`src/rtl/firebird7_in_gate1_tessent_tdr_src_w19_if.sv`:
```
// IJTAG scan-control and mux-control bundle between host/SIB side and the TDR.
// Latency: none (wires only).
// Backpressure: none; scan enables are qualified by ijtag_sel inside the TDR.
interface firebird7_in_gate1_tessent_tdr_src_w19_if #(
  parameter int WIDTH = 19
);
  logic             ijtag_sel;
  logic             ijtag_ce;
  logic             ijtag_se;
  logic             ijtag_ue;
  logic             ijtag_si;
  logic             ijtag_so;
  logic [WIDTH-1:0] capture_data;
  logic             ijtag_select;
  logic [WIDTH-1:0] ijtag_data_in;
  logic             update_strobe;

  // Host side: drives scan controls and mux readback, observes TDR outputs.
  modport master (
    output ijtag_sel, ijtag_ce, ijtag_se, ijtag_ue, ijtag_si, capture_data,
    input  ijtag_so, ijtag_select, ijtag_data_in, update_strobe
  );

  // TDR side.
  modport slave (
    input  ijtag_sel, ijtag_ce, ijtag_se, ijtag_ue, ijtag_si, capture_data,
    output ijtag_so, ijtag_select, ijtag_data_in, update_strobe
  );
endinterface

```
`src/rtl/firebird7_in_gate1_tessent_tdr_src_w19.sv`:
```
// IJTAG TDR driving select/data controls of a WIDTH-bit ijtag/functional mux.
// Latency: WIDTH+1 shifts + 1 update cycle; mux sees new value the cycle after update.
// Backpressure: none; all enables ignored while ijtag_sel is low (state holds).
module firebird7_in_gate1_tessent_tdr_src_w19 #(
  parameter int               WIDTH        = 19,   // must be >= 1
  parameter logic [WIDTH-1:0] DATA_RESET   = '0,
  parameter logic             SELECT_RESET = 1'b0  // 0 selects the functional path
) (
  input logic ijtag_tck,
  input logic ijtag_reset,
  firebird7_in_gate1_tessent_tdr_src_w19_if.slave bus
);

  // sr[WIDTH] is the select bit, sr[WIDTH-1:0] the data field.
  logic [WIDTH:0]   sr;
  logic             upd_sel;
  logic [WIDTH-1:0] upd_data;
  logic             strobe;
  logic             do_capture;
  logic             do_shift;
  logic             do_update;

  // ce beats se beats ue; nothing happens unless this TDR is on the scan path.
  assign do_capture = bus.ijtag_sel & bus.ijtag_ce;
  assign do_shift   = bus.ijtag_sel & ~bus.ijtag_ce & bus.ijtag_se;
  assign do_update  = bus.ijtag_sel & ~bus.ijtag_ce & ~bus.ijtag_se & bus.ijtag_ue;

  // Shift/capture register: capture loads readback with the current select on top,
  // shift moves LSB-first toward so with new bits entering at the select end.
  always_ff @(posedge ijtag_tck or negedge ijtag_reset) begin
    if (!ijtag_reset) begin
      sr <= '0;
    end else if (do_capture) begin
      sr <= {upd_sel, bus.capture_data};
    end else if (do_shift) begin
      sr <= {bus.ijtag_si, sr[WIDTH:1]};
    end
  end

  // Update registers: the only state the mux sees, so they move only on update.
  always_ff @(posedge ijtag_tck or negedge ijtag_reset) begin
    if (!ijtag_reset) begin
      upd_sel  <= SELECT_RESET;
      upd_data <= DATA_RESET;
    end else if (do_update) begin
      upd_sel  <= sr[WIDTH];
      upd_data <= sr[WIDTH-1:0];
    end
  end

  // Strobe follows each accepted update by one cycle; back-to-back updates stay high.
  always_ff @(posedge ijtag_tck or negedge ijtag_reset) begin
    if (!ijtag_reset) begin
      strobe <= 1'b0;
    end else begin
      strobe <= do_update;
    end
  end

  // so is unqualified by ijtag_sel; the host selects among TDR scan outputs.
  assign bus.ijtag_so       = sr[0];
  assign bus.ijtag_select   = upd_sel;
  assign bus.ijtag_data_in  = upd_data;
  assign bus.update_strobe  = strobe;

endmodule
```
`src/flat_wrapper.sv`:
```
// flat-port wrapper written by rule: the top's interface ports become plain ports
module firebird7_in_gate1_tessent_tdr_src_w19_flat 
#(
  parameter int               WIDTH        = 19,                  
  parameter logic [WIDTH-1:0] DATA_RESET   = '0,
  parameter logic             SELECT_RESET = 1'b0                                  
)
  (ijtag_tck, ijtag_reset, bus_ijtag_sel, bus_ijtag_ce, bus_ijtag_se, bus_ijtag_ue, bus_ijtag_si, bus_capture_data, bus_ijtag_so, bus_ijtag_select, bus_ijtag_data_in, bus_update_strobe);
  firebird7_in_gate1_tessent_tdr_src_w19_if #(.WIDTH(WIDTH)) bus_i ();
  input logic ijtag_tck;
  input logic ijtag_reset;
  input wire logic [$bits(bus_i.ijtag_sel)-1:0] bus_ijtag_sel;
  input wire logic [$bits(bus_i.ijtag_ce)-1:0] bus_ijtag_ce;
  input wire logic [$bits(bus_i.ijtag_se)-1:0] bus_ijtag_se;
  input wire logic [$bits(bus_i.ijtag_ue)-1:0] bus_ijtag_ue;
  input wire logic [$bits(bus_i.ijtag_si)-1:0] bus_ijtag_si;
  input wire logic [$bits(bus_i.capture_data)-1:0] bus_capture_data;
  output wire logic [$bits(bus_i.ijtag_so)-1:0] bus_ijtag_so;
  output wire logic [$bits(bus_i.ijtag_select)-1:0] bus_ijtag_select;
  output wire logic [$bits(bus_i.ijtag_data_in)-1:0] bus_ijtag_data_in;
  output wire logic [$bits(bus_i.update_strobe)-1:0] bus_update_strobe;
  assign bus_i.ijtag_sel = bus_ijtag_sel;
  assign bus_i.ijtag_ce = bus_ijtag_ce;
  assign bus_i.ijtag_se = bus_ijtag_se;
  assign bus_i.ijtag_ue = bus_ijtag_ue;
  assign bus_i.ijtag_si = bus_ijtag_si;
  assign bus_i.capture_data = bus_capture_data;
  assign bus_ijtag_so = bus_i.ijtag_so;
  assign bus_ijtag_select = bus_i.ijtag_select;
  assign bus_ijtag_data_in = bus_i.ijtag_data_in;
  assign bus_update_strobe = bus_i.update_strobe;
  firebird7_in_gate1_tessent_tdr_src_w19 #(.WIDTH(WIDTH), .DATA_RESET(DATA_RESET), .SELECT_RESET(SELECT_RESET)) u_core (.ijtag_tck(ijtag_tck), .ijtag_reset(ijtag_reset), .bus(bus_i));
endmodule
```
`config.mk`:
```
export PLATFORM = sky130hd
export DESIGN_NAME = firebird7_in_gate1_tessent_tdr_src_w19_flat
export DESIGN_NICKNAME = d
export VERILOG_FILES = /design/src/rtl/firebird7_in_gate1_tessent_tdr_src_w19_if.sv /design/src/rtl/firebird7_in_gate1_tessent_tdr_src_w19.sv /design/src/flat_wrapper.sv
export SDC_FILE = /design/constraint.sdc
export NUM_CORES = 1
export LEC_CHECK = 0
export CAP_MARGIN = 20
export CORE_ASPECT_RATIO = 0.6
export CORE_MARGIN = 5
export CORE_UTILIZATION = 47
export CTS_CLUSTER_DIAMETER = 30
export DETAILED_ROUTE_END_ITERATION = 12
export GPL_ROUTABILITY_DRIVEN = 1
export PLACE_DENSITY = 0.77
export SYNTH_ARGS = -nofsm -noshare
export SYNTH_HDL_FRONTEND = slang
export SYNTH_SLANG_ARGS = --single-unit
```
`constraint.sdc`:
```
create_clock -name ijtag_tck -period 1 [get_ports ijtag_tck]
set_clock_uncertainty 0.1 [all_clocks]
set_input_delay 0.25 -clock ijtag_tck [delete_from_list [all_inputs] [get_ports ijtag_tck]]
set_output_delay 0.25 -clock ijtag_tck [all_outputs]
set_load 0.005 [all_outputs]
```
Figure 1. M3 wires (run 1).
Drawn at 6 px/um. Cells faint in the background.
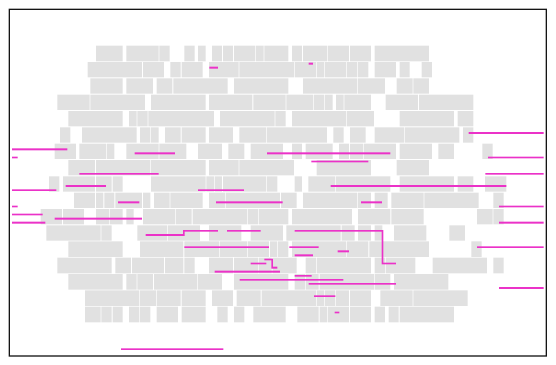
longest straight run: 29.0 um
main direction: horizontal
share of all routed wire: 6.7%
nets with wire on the layer: 34
wire length on this layer: 347 um
met3 Use GR: 6.06%
vias post-DR: 1465
Routed WL: 5170 um

Figure 2. Routing congestion (run 1).
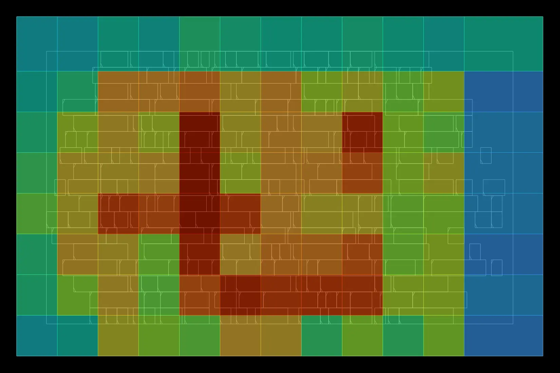
GRT met1 Usage: 26.9%
GRT met2 Usage: 35.4%

Figure 3. Routed metal per tile (run 1).
Drawn at 4 px/um. The die is cut into 18 by 12 equal tiles; dark blue is low, red is high, scaled to the fullest tile. Values are wire area over tile area, all layers added.
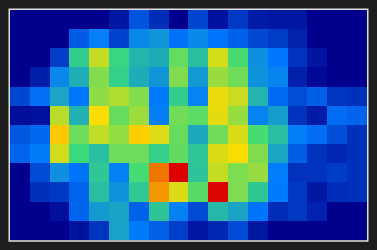
fullest tile: 0.57
mean over tiles: 0.16
nearly empty tiles: 17%
wire length per cell: 19.2 um
overall routing resource usage: 21.7%

[run 1: registers in the layout, summed over array words and instances (netlist names)]
signal and cells:
u_core.bus.update_strobe 1, u_core.bus.ijtag_data_in 19, u_core.sr 20, u_core.bus.ijtag_select 1
[run 1: logic make-up after synthesis]
family | share of synthesized area, %
AND-OR/OR-AND | 13.2
flip-flops | 57.9
AND/OR/NAND/NOR | 7.06
multiplexers | 16.7
buffers and inverters | 5.08
[run 1: report_power, final]
group          internal, mW  total, mW  leakage, nW  switching, mW
logic                  1.07       1.63        0.707          0.560
clock network         0.747       1.36       0.0543          0.617
registers              2.02       2.29        0.458          0.266
total                  3.84       5.28         1.22           1.44
[run 1: repair_timing]
item	CTS	global route
gates resized	120	14
hold buffers	1	0
buffers inserted	16	7
pin swaps	3	3
setup endpoints to repair	63	47
endpoints found under the hold margin	41	0
gates cloned	4	0
[run 1: area by class of cell]
class,count,area (sq um)
multi-input combinational,87,781
clock buffer,5,68.8
tap,47,58.8
clock inverter,3,46.3
fill,201,883
sequential,41,1030
timing repair buffer,85,791
inverter,1,3.75
[run 1: worst max path at each step]
stage,endpoint,slack (ns),cells after the start
after global routing,bus_ijtag_data_in[3],-0.24,1
after floorplan,u_core.bus.ijtag_data_in[10],-0.19,3
after CTS,bus_ijtag_data_in[17],-0.18,1
final,bus_ijtag_data_in[3],-0.20,1
after detailed placement,u_core.sr[2],-0.79,6
after global placement,u_core.sr[16],-0.73,6
[run 1: routing by layer]
metal,track usage (%),part of all wire (%),up-vias
met2,35.4,51,65
met4,9.13,1.8,0
met3,6.06,6.7,9
met1,26.9,40,730
met5,0,0,-
li1,-,-,661
==> metrics.cfg, run 1 <==
[run_status]
outcome = finished, violations left
violations = negative setup slack

[timing]
setup_viol = 43
fin_ws_ns = -0.197

[setup_path]
rr_startpoint = u_core.bus.ijtag_data_in[1]
cp_max_fo = 2
slowest_delay_ns = 0.40
cp_num_buf_inv = 1
cp-end-kind = output port
required_ns = 0.65
cp_top_family = flip-flops
worstSetupPathType = flip-flop to output port

[cts]
cts-root-buf = clkbuf_8
clock_latency_ns = 0.30

[yosys]
ys_ff = 41
area_leaders = dfrtp_1 58%, mux2_4 16%, o22ai_1 7.4%

[power]
p_per_area_nw_per_um2 = 1900
leakagePower_nw = 1.22

[placed_design]
dpl.hpwl_um = 2820
placement.cell_area_sq_um = 2470

[cells_and_area]
syn2layout_area_growth_pct = 56.6
layout_top_cell = dfrtp_1

[detailed_routing]
route.detailed.vias_per_inst = 5.45
drt_iter0_drc = 110

Figure 4. I/O pins on the die edge (run 1).
Drawn at 6 px/um. Pins as bars across the die edge, other pins in gray.
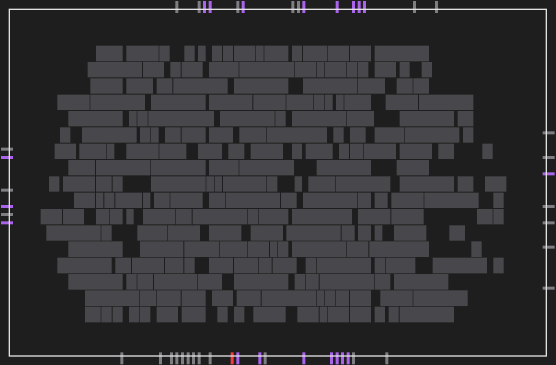

--- run 2 (diff from run 1) ---
Settings changed: CELL_PAD_IN_SITES_DETAIL_PLACEMENT set to 2, CELL_PAD_IN_SITES_GLOBAL_PLACEMENT set to 2, CORE_UTILIZATION 47 to 31, GPL_ROUTABILITY_DRIVEN 1 to 0, PLACE_DENSITY 0.77 to 0.78.
Figure 5. I/O pins on the die edge (run 2).
Drawn at 4 px/um. Pins as bars across the die edge, other pins in gray.
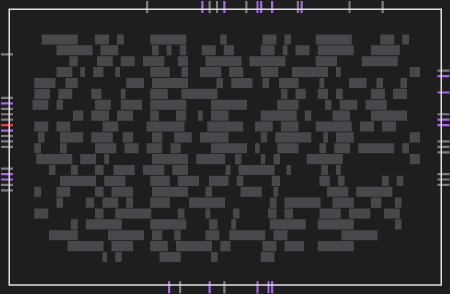
legend:
  bus_ijtag_ue:
    color: red
    pins: 1
    direction: input
    edge: left
  bus_capture_data:
    color: purple
    pins: 19
    direction: input
    edge: 6 top, 5 bottom, 4 left, 4 right
all pins by edge: 16 left, 13 top, 12 right, 7 bottom
die height: 68.6 um
IO buf count: 47
die width: 108 um

==> run 2 against run 1 <==
The flow still finishes with violations (negative setup slack). Critical endpoint is now bus_ijtag_data_in[0]. Largest power group unchanged. Register-to-register slack better by 0.03 ns. Sequential power is essentially flat. Clock-buffer cell count unchanged. Synthesized area did not move. Synthesized cell count unchanged. Critical path depth did not move.
==> metrics.cfg, run 2 <==
[yosys]
top_logic_kind = multiplexers  ; unchanged
ys_ff = 41  ; unchanged
fa_ha_area_share_pct = 0  ; unchanged
compound_area_share_pct = 13.2  ; unchanged
ys_sh_simple_pct = 7.06  ; unchanged
area_leaders = dfrtp_1 58%, mux2_4 16%, o22ai_1 7.4%  ; unchanged
yosys.area_share.xor_xnor_pct = 0  ; unchanged

[power]
p_per_area_nw_per_um2 = 1900  ; about the same

[cells_and_area]
syn2layout_area_growth_pct = 51.9  ; was 56.6%
n_fill_cell = 550  ; was 201
largest_reg_flops = 20  ; unchanged
final-comb-area_sq_um = 788  ; was 781 sq um
regArea_sq_um = 1030  ; about the same

[detailed_routing]
route.detailed.vias_per_inst = 4.94  ; was 5.45
wl_met1_um = 2770  ; was 2070 um
drt_iter0_drc = 38  ; was 110
met2_length_um = 3110  ; was 2650 um
wl_met3_um = 320  ; was 347 um
wire_per_inst_um = 21.3  ; was 19.2 um
maxUsedRoutingLayer = met4  ; unchanged
wirelength_um = 6310  ; was 5170 um

[setup_path]
cp_max_fo = 2  ; unchanged
required_ns = 0.65  ; about the same
slowest_delay_ns = 0.41  ; was 0.40 ns
cp-end-kind = output port  ; unchanged

[global_routing]
use_met2_pct = 32.4  ; was 35.4%
track_usage_pct = 18.3  ; was 21.7%
busiest_layer = met2  ; unchanged
use_met1_pct = 21.9  ; was 26.9%

[placed_design]
placement.cell_area_sq_um = 2570  ; was 2470 sq um
dpl.hpwl_um = 3950  ; was 2820 um

[cts]
cts-root-buf = clkbuf_8  ; unchanged
clock_latency_ns = 0.31  ; was 0.30 ns

[timing]
setup_viol = 43  ; unchanged
fin_ws_ns = -0.206  ; was -0.197 ns

[run_status]
violations = negative setup slack  ; unchanged
outcome = finished, violations left  ; unchanged

run 2: layout make-up:
cell class / count / share of cell area (%)
well taps: 80 / 3.72
repair buffers: 79 / 25.4
clock inverters: 3 / 0.651
clock buffers: 5 / 2.56
inverters: 1 / 0.232
flip-flops and latches: 41 / 38.2
multi-input cells: 87 / 29.3
run 2: timing repair:
item                       4_1_cts  5_1_grt
hold buffers                     1        0
setup endpoints to repair       63       60
hold endpoints to repair        41        0
pin swaps                        2        3
gates cloned                     1        0
gates resized                  124       15
setup buffers                   13        9
run 2: worst paths after layout:
kind	endpoint	slack, ns	start	cells past startpoint
max	bus_ijtag_data_in[0]	-0.21	u_core.bus.ijtag_data_in[0]	1
min	u_core.bus.update_strobe	0.16	bus_ijtag_ce	3
max reg2reg	u_core.bus.ijtag_data_in[8]	-0.08	u_core.bus.ijtag_data_in[8]	3
min reg2reg	u_core.bus.ijtag_data_in[9]	0.42	u_core.bus.ijtag_data_in[9]	1
max in group asynchronous	u_core.sr[19]	0.21	ijtag_reset	3
min in group asynchronous	u_core.bus.ijtag_data_in[11]	0.35	ijtag_reset	3
run 2: worst reg2reg max path: cells and delay by family (launching register included):
kind                   cells  cell delay (ns)
multiplexers               1             0.25
flip-flops                 1             0.39
buffers and inverters      2             0.23
run 2: kinds of logic (layout without fill, tap and decap cells):
| group | after synthesis | in the layout |
|---|---|---|
| and+or+nand+nor | 26 | 26 |
| AOI/OAI and AO/OA | 41 | 41 |
| muxes | 20 | 20 |
| DFF | 41 | 41 |
| buffers and inverters | 10 | 88 |
run 2: where the power goes:
group / total [mW] / switching [mW] / internal [mW]
clock: 1.13 / 0.649 / 0.483
sequential: 2.32 / 0.294 / 2.02
combinational: 1.67 / 0.607 / 1.06
total: 5.12 / 1.55 / 3.57
Figure 6. Routing congestion (run 2).
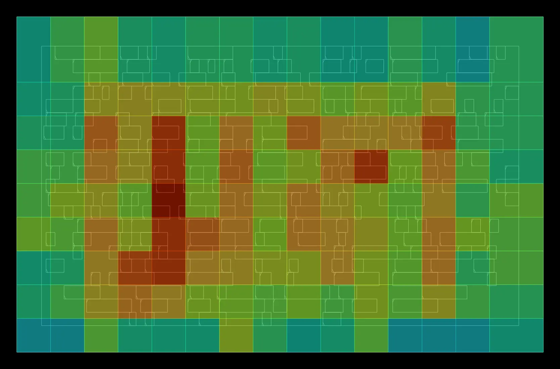

--- run 3 (diff from run 2) ---
Settings changed: PLACE_DENSITY 0.78 to not set, PLACE_DENSITY_LB_ADDON set to 0.1.
Figure 7. Routing congestion (run 3).
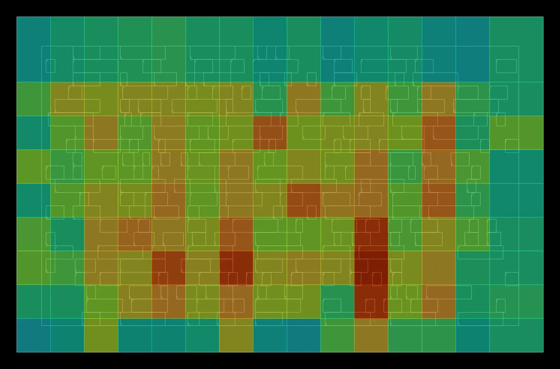
overall routing resource usage: 17.6%
wire length per cell: 20.0 um
met3 Use GR: 4.47%
GRT met1 Usage: 22.4%

==> run 3 against run 2 <==
The flow still finishes with violations (negative setup slack). Synthesized cell count unchanged. Critical endpoint unchanged. Fmax down 3.4%. Utilization up 0.63 points. Via count down 1.4%. Clock-buffer cell count up 1. Sequential power about the same. Power up 0.54%. Sequential share of layout area down 0.54 points. Sequential cell count unchanged. Global-route usage down 0.68 points. Combinational power about the same. Critical path depth unchanged.
==> metrics.cfg, run 3 <==
[worst_hold_path]
hold_path_end = u_core.bus.update_strobe  ; unchanged
hold_path.startpoint = bus_ijtag_ce  ; unchanged
whs_path_depth = 3  ; unchanged

[setup_path]
cp_max_fo = 2  ; unchanged
worstSetupPathType = flip-flop to output port  ; unchanged
cp-end-kind = output port  ; unchanged
startpoint = u_core.bus.ijtag_data_in[0]  ; unchanged
slowest_delay_ns = 0.44  ; was 0.41 ns
cp_top_family = flip-flops  ; unchanged
reg2reg_to = u_core.bus.ijtag_data_in[13]  ; was u_core.bus.ijtag_data_in[8]
required_ns = 0.65  ; about the same
cp_num_buf_inv = 1  ; unchanged
reg2reg_slack_ns = -0.10  ; was -0.08 ns
reg2reg_depth = 3  ; unchanged
rr_startpoint = u_core.bus.ijtag_data_in[13]  ; was u_core.bus.ijtag_data_in[8]

[yosys]
synth-edff-count = 0  ; unchanged
yosys.cell_types.count = 19  ; unchanged
ys_ff = 41  ; unchanged
syn_inst = 138  ; unchanged

[power]
leakagePower_nw = 1.19  ; was 1.16 nW
p_per_area_nw_per_um2 = 1890  ; was 1900 nW/um^2

[cts]
cts-root-buf = clkbuf_8  ; unchanged
clock_latency_ns = 0.30  ; was 0.31 ns

[cells_and_area]
layout_top_cell = dfrtp_1  ; unchanged
regMostFlops = u_core.sr  ; unchanged
largest_reg_flops = 20  ; unchanged

[placed_design]
dp_cells = 280  ; was 282
dpl.hpwl_um = 3840  ; was 3950 um
io_buffers = 47  ; unchanged
placement.cell_area_sq_um = 2560  ; was 2570 sq um

[die]
die_h_um = 68.6  ; unchanged

[detailed_routing]
route.detailed.vias_per_inst = 4.82  ; was 4.94
vias = 1441  ; was 1462
ant_nets = 0  ; unchanged
wirelength_um = 5980  ; was 6310 um

[timing]
setup_viol = 43  ; unchanged
tns_ns = -5.57  ; was -5.28 ns
rsz0062_at_grt = true  ; unchanged
fin_ws_ns = -0.248  ; was -0.206 ns

[global_routing]
grt_pass1_vias = 1708  ; was 1714

[run_status]
outcome = finished, violations left  ; unchanged
violations = negative setup slack  ; unchanged

==> run 3: cell families after synthesis <==
family | count (synthesis) | share of synthesized area, %
mux | 20 | 16.7
flops | 41 | 57.9
simple gates | 26 | 7.06
compound gates | 41 | 13.2
buf+inv | 10 | 5.08
==> run 3: report_power, final <==
group	switching, mW	internal, mW
clock	0.627	0.561
combinational	0.578	1.08
sequential	0.275	2.02
total	1.48	3.66
==> run 3: layer usage <==
metal | global-route usage (%) | wire length, um
met5 | 0 | 0
met1 | 22.4 | 2830
met2 | 30.2 | 2800
met3 | 4.47 | 266
met4 | 5.20 | 84
==> run 3: how the worst max path moves through the flow <==
stage / to / slack (ns) / cells after the start
2_1_floorplan: u_core.bus.ijtag_data_in[10] / -0.19 / 3
3_3_place_gp: u_core.bus.ijtag_data_in[9] / -0.78 / 5
3_5_place_dp: u_core.sr[6] / -0.83 / 5
4_1_cts: bus_ijtag_data_in[0] / -0.23 / 1
5_1_grt: bus_ijtag_data_in[0] / -0.28 / 1
6_report: bus_ijtag_data_in[0] / -0.25 / 1
==> run 3: what timing repair did <==
item / 4_1_cts / 5_1_grt
endpoints found under the setup margin: 63 / 55
cloned: 1 / 0
hold buffers: 1 / 0
resized: 130 / 9
buffers inserted: 15 / 8
endpoints found under the hold margin: 41 / 0
pin swaps: 2 / 2
==> run 3: final cells by class <==
| class | count | area [sq um] |
|---|---|---|
| Clock buffer | 6 | 82.6 |
| Clock inverter | 2 | 13.8 |
| Fill cell | 559 | 2840 |
| Inverter | 1 | 6.26 |
| Multi-Input combinational cell | 87 | 785 |
| Sequential cell | 41 | 1030 |
| Tap cell | 80 | 100 |
| Timing Repair Buffer | 82 | 713 |
No activity file was given, so power comes from the tool's default toggle rates.
